[config.mk]
export PLATFORM = sky130hd
export DESIGN_NAME = rx_operand_assembler
export DESIGN_NICKNAME = d
export VERILOG_FILES = /design/src/rtl/rx_operand_assembler_pkg.sv /design/src/rtl/rx_operand_assembler_byte_shift_reg_384.sv /design/src/rtl/rx_operand_assembler.sv
export SDC_FILE = /design/constraint.sdc
export NUM_CORES = 2
export LEC_CHECK = 0
export CORE_AREA = 5 5 300 302
export CTS_CLUSTER_DIAMETER = 120
export DETAILED_ROUTE_END_ITERATION = 12
export DIE_AREA = 0 0 305 307
export GPL_ROUTABILITY_DRIVEN = 0
export PLACE_DENSITY = 0.56
export SYNTH_ARGS = -nofsm -noshare
export SYNTH_HDL_FRONTEND = slang
export SYNTH_HIERARCHICAL = 1
export SYNTH_SLANG_ARGS = --single-unit
[constraint.sdc]
create_clock -name clk -period 3.3 [get_ports clk]
set_input_delay 0.99 -clock clk [delete_from_list [all_inputs] [get_ports clk]]
set_output_delay 0.99 -clock clk [all_outputs]
set_load 0.03 [all_outputs]
[src/rtl/rx_operand_assembler_pkg.sv]
// Shared framing definitions for the 381-bit adder link. The transmit-side
// serializer uses the same package, so both ends agree on frame geometry.
//   OP_WIDTH    : operand width carried by one frame
//   FRAME_BYTES : bytes per operand frame, MSB byte first
//   PAD_BITS    : zero pad bits at the top of each frame
//   state_t     : receive framing state
package rx_operand_assembler_pkg;

  localparam int OP_WIDTH    = 382;
  localparam int FRAME_BYTES = 48;
  localparam int PAD_BITS    = 2;
  localparam int FRAME_WIDTH = OP_WIDTH + PAD_BITS;

  typedef enum logic [1:0] {
    IDLE   = 2'd0,
    RECV_A = 2'd1,
    RECV_B = 2'd2,
    HOLD   = 2'd3
  } state_t;

  // True when the pad bits of a frame's first (most significant) byte are set.
  function automatic logic pad_bits_set(input logic [7:0] first_byte);
    return |first_byte[7:(8 - PAD_BITS)];
  endfunction

endpackage

[src/rtl/rx_operand_assembler_byte_shift_reg_384.sv]
// 384-bit byte-wide shift register holding one operand frame.
// Bytes enter at the bottom and move toward the MSB, so after a full frame
// the first byte received sits in the top byte.
//   clk      : clock
//   reset    : synchronous active-high reset, clears the register
//   clr      : clear; combined with shift_en the result is just byte_in
//   shift_en : shift left by one byte and insert byte_in at [7:0]
//   byte_in  : byte to insert
//   data_out : full frame contents
module byte_shift_reg_384
  import rx_operand_assembler_pkg::*;
(
  input  logic                   clk,
  input  logic                   reset,
  input  logic                   clr,
  input  logic                   shift_en,
  input  logic [7:0]             byte_in,
  output logic [FRAME_WIDTH-1:0] data_out
);

  logic [FRAME_WIDTH-1:0] data_r;

  // Frame storage: clear, clear-and-load, or shift in one byte.
  always_ff @(posedge clk) begin
    if (reset) begin
      data_r <= {FRAME_WIDTH{1'b0}};
    end else if (clr && shift_en) begin
      data_r <= {{(FRAME_WIDTH - 8){1'b0}}, byte_in};
    end else if (clr) begin
      data_r <= {FRAME_WIDTH{1'b0}};
    end else if (shift_en) begin
      data_r <= {data_r[FRAME_WIDTH-9:0], byte_in};
    end else begin
      data_r <= data_r;
    end
  end

  assign data_out = data_r;

endmodule

[src/rtl/rx_operand_assembler.sv]
// Receive-side framing for the 381-bit adder. Collects two operand frames
// (A then B, each BYTES_PER_OP bytes MSB first) from the UART byte stream and
// presents the pair with a valid/ack handshake.
//   clk, reset  : clock, synchronous active-high reset
//   rx_stb      : one-cycle strobe, rx_byte valid
//   rx_byte     : received byte
//   op_a, op_b  : assembled operands (pad bits stripped), held while valid
//   valid       : operand pair ready, held until ack
//   ack         : consumer took the pair; only looked at while valid
//   pad_err     : a pad bit of A or B was nonzero; meaningful with valid
//   timeout_err : one-cycle pulse, a partial frame was dropped after silence
//   overrun     : sticky, a byte arrived while valid; cleared by ack
module rx_operand_assembler
  import rx_operand_assembler_pkg::*;
#(
  parameter int BYTES_PER_OP   = FRAME_BYTES,
  parameter int TIMEOUT_CYCLES = 1_000_000
) (
  input  logic                clk,
  input  logic                reset,
  input  logic                rx_stb,
  input  logic [7:0]          rx_byte,
  output logic [OP_WIDTH-1:0] op_a,
  output logic [OP_WIDTH-1:0] op_b,
  output logic                valid,
  input  logic                ack,
  output logic                pad_err,
  output logic                timeout_err,
  output logic                overrun
);

  localparam int CNT_W = (TIMEOUT_CYCLES > 2) ? $clog2(TIMEOUT_CYCLES) : 1;
  localparam logic [5:0]       LAST_BYTE = 6'(BYTES_PER_OP - 1);
  localparam logic [CNT_W-1:0] IDLE_TERM = CNT_W'(TIMEOUT_CYCLES - 1);

  state_t           state_r, state_nx_s;
  logic [5:0]       byte_cnt_r, byte_cnt_nx_s;
  logic [CNT_W-1:0] idle_cnt_r, idle_cnt_nx_s;
  logic             pad_r, pad_nx_s;
  logic             valid_r, valid_nx_s;
  logic             overrun_r, overrun_nx_s;
  logic             timeout_r, timeout_nx_s;
  logic             clr_s, shift_a_s, shift_b_s;
  logic [FRAME_WIDTH-1:0] shreg_a_s, shreg_b_s;

  byte_shift_reg_384 u_shreg_a (
    .clk      (clk),
    .reset    (reset),
    .clr      (clr_s),
    .shift_en (shift_a_s),
    .byte_in  (rx_byte),
    .data_out (shreg_a_s)
  );

  byte_shift_reg_384 u_shreg_b (
    .clk      (clk),
    .reset    (reset),
    .clr      (clr_s),
    .shift_en (shift_b_s),
    .byte_in  (rx_byte),
    .data_out (shreg_b_s)
  );

  // Next-state, counters, flags and shift-register controls.
  always_comb begin
    state_nx_s    = state_r;
    byte_cnt_nx_s = byte_cnt_r;
    idle_cnt_nx_s = idle_cnt_r;
    pad_nx_s      = pad_r;
    valid_nx_s    = valid_r;
    overrun_nx_s  = overrun_r;
    timeout_nx_s  = 1'b0;
    clr_s         = 1'b0;
    shift_a_s     = 1'b0;
    shift_b_s     = 1'b0;

    case (state_r)
      IDLE: begin
        valid_nx_s    = 1'b0;
        idle_cnt_nx_s = {CNT_W{1'b0}};
        if (rx_stb) begin
          // Start of a new frame: wipe old data and take the first byte of A.
          clr_s         = 1'b1;
          shift_a_s     = 1'b1;
          pad_nx_s      = pad_bits_set(rx_byte);
          byte_cnt_nx_s = 6'd1;
          state_nx_s    = RECV_A;
        end else begin
          byte_cnt_nx_s = 6'd0;
        end
      end

      RECV_A, RECV_B: begin
        if (rx_stb) begin
          shift_a_s     = (state_r == RECV_A);
          shift_b_s     = (state_r == RECV_B);
          idle_cnt_nx_s = {CNT_W{1'b0}};
          pad_nx_s      = pad_r | ((byte_cnt_r == 6'd0) && pad_bits_set(rx_byte));
          if (byte_cnt_r == LAST_BYTE) begin
            byte_cnt_nx_s = 6'd0;
            if (state_r == RECV_A) begin
              state_nx_s = RECV_B;
            end else begin
              state_nx_s = HOLD;
              valid_nx_s = 1'b1;
            end
          end else begin
            byte_cnt_nx_s = byte_cnt_r + 6'd1;
          end
        end else if (idle_cnt_r == IDLE_TERM) begin
          // Stalled partial frame (even with a complete A) is dropped.
          timeout_nx_s  = 1'b1;
          byte_cnt_nx_s = 6'd0;
          idle_cnt_nx_s = {CNT_W{1'b0}};
          state_nx_s    = IDLE;
        end else begin
          idle_cnt_nx_s = idle_cnt_r + {{(CNT_W - 1){1'b0}}, 1'b1};
        end
      end

      HOLD: begin
        // The pad bits sit at the top of each held frame; folding them in
        // keeps the flag consistent with what is actually being presented.
        pad_nx_s = pad_r | pad_bits_set(shreg_a_s[FRAME_WIDTH-1 -: 8])
                         | pad_bits_set(shreg_b_s[FRAME_WIDTH-1 -: 8]);
        if (ack) begin
          // A byte arriving with ack is dropped; it never starts a frame.
          valid_nx_s   = 1'b0;
          overrun_nx_s = 1'b0;
          state_nx_s   = IDLE;
        end else if (rx_stb) begin
          overrun_nx_s = 1'b1;
        end else begin
          overrun_nx_s = overrun_r;
        end
      end

      default: begin
        state_nx_s    = IDLE;
        byte_cnt_nx_s = 6'd0;
        idle_cnt_nx_s = {CNT_W{1'b0}};
        valid_nx_s    = 1'b0;
      end
    endcase
  end

  // State and flag registers.
  always_ff @(posedge clk) begin
    if (reset) begin
      state_r    <= IDLE;
      byte_cnt_r <= 6'd0;
      idle_cnt_r <= {CNT_W{1'b0}};
      pad_r      <= 1'b0;
      valid_r    <= 1'b0;
      overrun_r  <= 1'b0;
      timeout_r  <= 1'b0;
    end else begin
      state_r    <= state_nx_s;
      byte_cnt_r <= byte_cnt_nx_s;
      idle_cnt_r <= idle_cnt_nx_s;
      pad_r      <= pad_nx_s;
      valid_r    <= valid_nx_s;
      overrun_r  <= overrun_nx_s;
      timeout_r  <= timeout_nx_s;
    end
  end

  assign op_a        = shreg_a_s[OP_WIDTH-1:0];
  assign op_b        = shreg_b_s[OP_WIDTH-1:0];
  assign valid       = valid_r;
  assign pad_err     = pad_r;
  assign timeout_err = timeout_r;
  assign overrun     = overrun_r;

endmodule

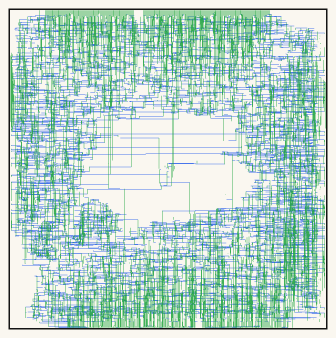
(images/layers.png)
Only two layers are drawn.
Blue is M1, wire length 38.3 mm. Green is M2, wire length 46.2 mm.

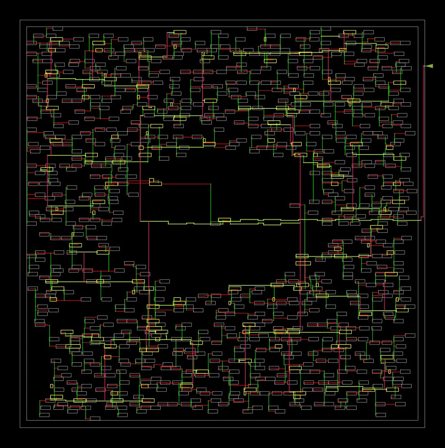
(images/clock_nets.png)
total of clock buffers placed in the layout: 132
clock sink count: 800

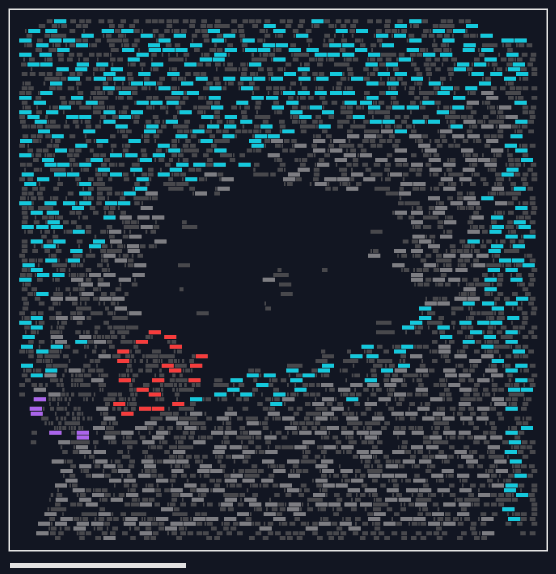
(images/ff_map.png)
Scale bar: 100 um. Other sequential cells in the stronger grey, the rest of the logic in the fainter grey.
Purple is `byte_cnt_r`, sequential cells 6, where bottom left. Red is `idle_cnt_r`, sequential cells 20. Cyan is `u_shreg_b/data_out`, sequential cells 384.

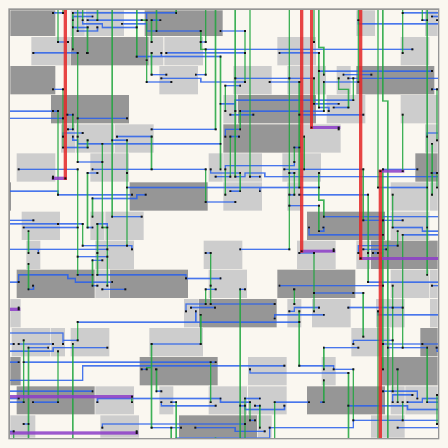
(images/closeup.png)
Window x 56 to 96, y 210 to 250 um. Cells in grey, sequential cells in the stronger grey; small squares are vias.
Green is M2. Blue is M1. Purple is M3. Red is M4.
Sequential cells in the window: 20. Most frequent: nor2_1 (20), dfxtp_1 (20), mux2i_1 (18). 82 logic cells have their middle in the window. Netlist names of flops here include `u_shreg_b/data_out` (20).

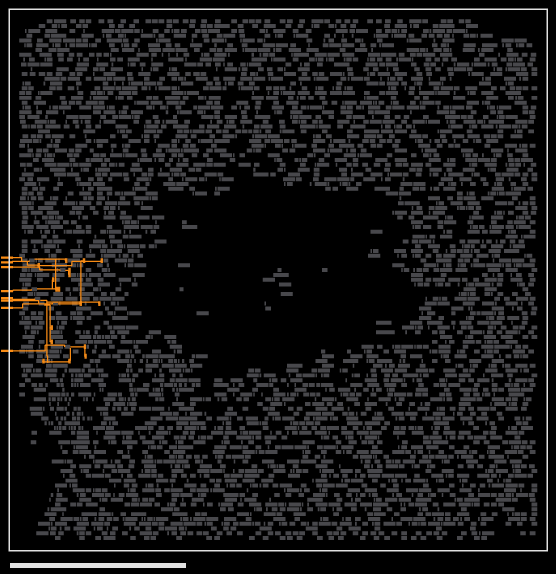
(images/port_trees.png)
Scale bar: 100 um.
Orange is `rx_byte`, bits 8, direction input, end cells 17, buffers 8, wire 429 um.

==> qor.yml <==
critical_path.reg2reg.endpoint: "u_shreg_a/data_out[157]"
final-hold-violation-count: 0
yosysTopAreaCell: "dfxtp_1"
timing.slew.headroom: 0.578
global_route.overflow_total: 0
grtUsageMet1: 0.224
worstHoldPathCells: 2
switching_part_of_the_total: 0.231
top_layer: "met4"
wirelength_per_cell_um: 20.1
grt_antenna_before_repair: 0
seq_area_frac: 0.388
power_share_of_the_combinational_group: 0.063
ys.warnings.count: 6
instances_no_fill: 4690
met3RoutedLength_um: 6780
fp_util: 0.339
timing.critical_path.slowest_cell_delay_ns: 0.85
syn_to_final_growth_pct: 39.3
htree_num_levels: 3
power.share.sequential: 0.467
sequential_cell_area_sq_um: 16000
cts_inserted_buffers: 90
design.portCount: 780
ctsRootBufferMaster: "clkbuf_16"
finalMaxSlewViolations: 0
tightest_slew_ns: 0.632
p_seq_mw: 9.70
buffer_area_frac: 0.212
route.detailed.drc: 0
start_kind: "register"
detail_route.first_pass.iterations: 7
muxShareOfSynthArea: 0.254
grtUsageMet2: 0.327
endpoint_kind: "output port"
first_global_vias: 20300
warning_count: 31
met1_length_um: 38300
min-delay-start: "u_shreg_a/data_out[376]"
post_synth_num_cell_types: 53
hold_ws_ns: 0.495
total_switching_power_mw: 4.80
synth_compound_gate_area_share: 0.0148
cp_data_arrival_time_ns: 2.02
outcome: "completed"
critical_path_cell_sequence: "clkdlybuf4s50_1"
clock_skew_ns: 0.0213
cts_resized: 0
clockNetworkPower_mw: 9.75
cts_tree: "done"
timing.critical_path.fanout_max: 3
power_top_consumer: "clock"
die.size.y_um: 307
drt-total-wl_um: 94400
grt-busiest-layer: "met2"
route.met2.wl_um: 46200
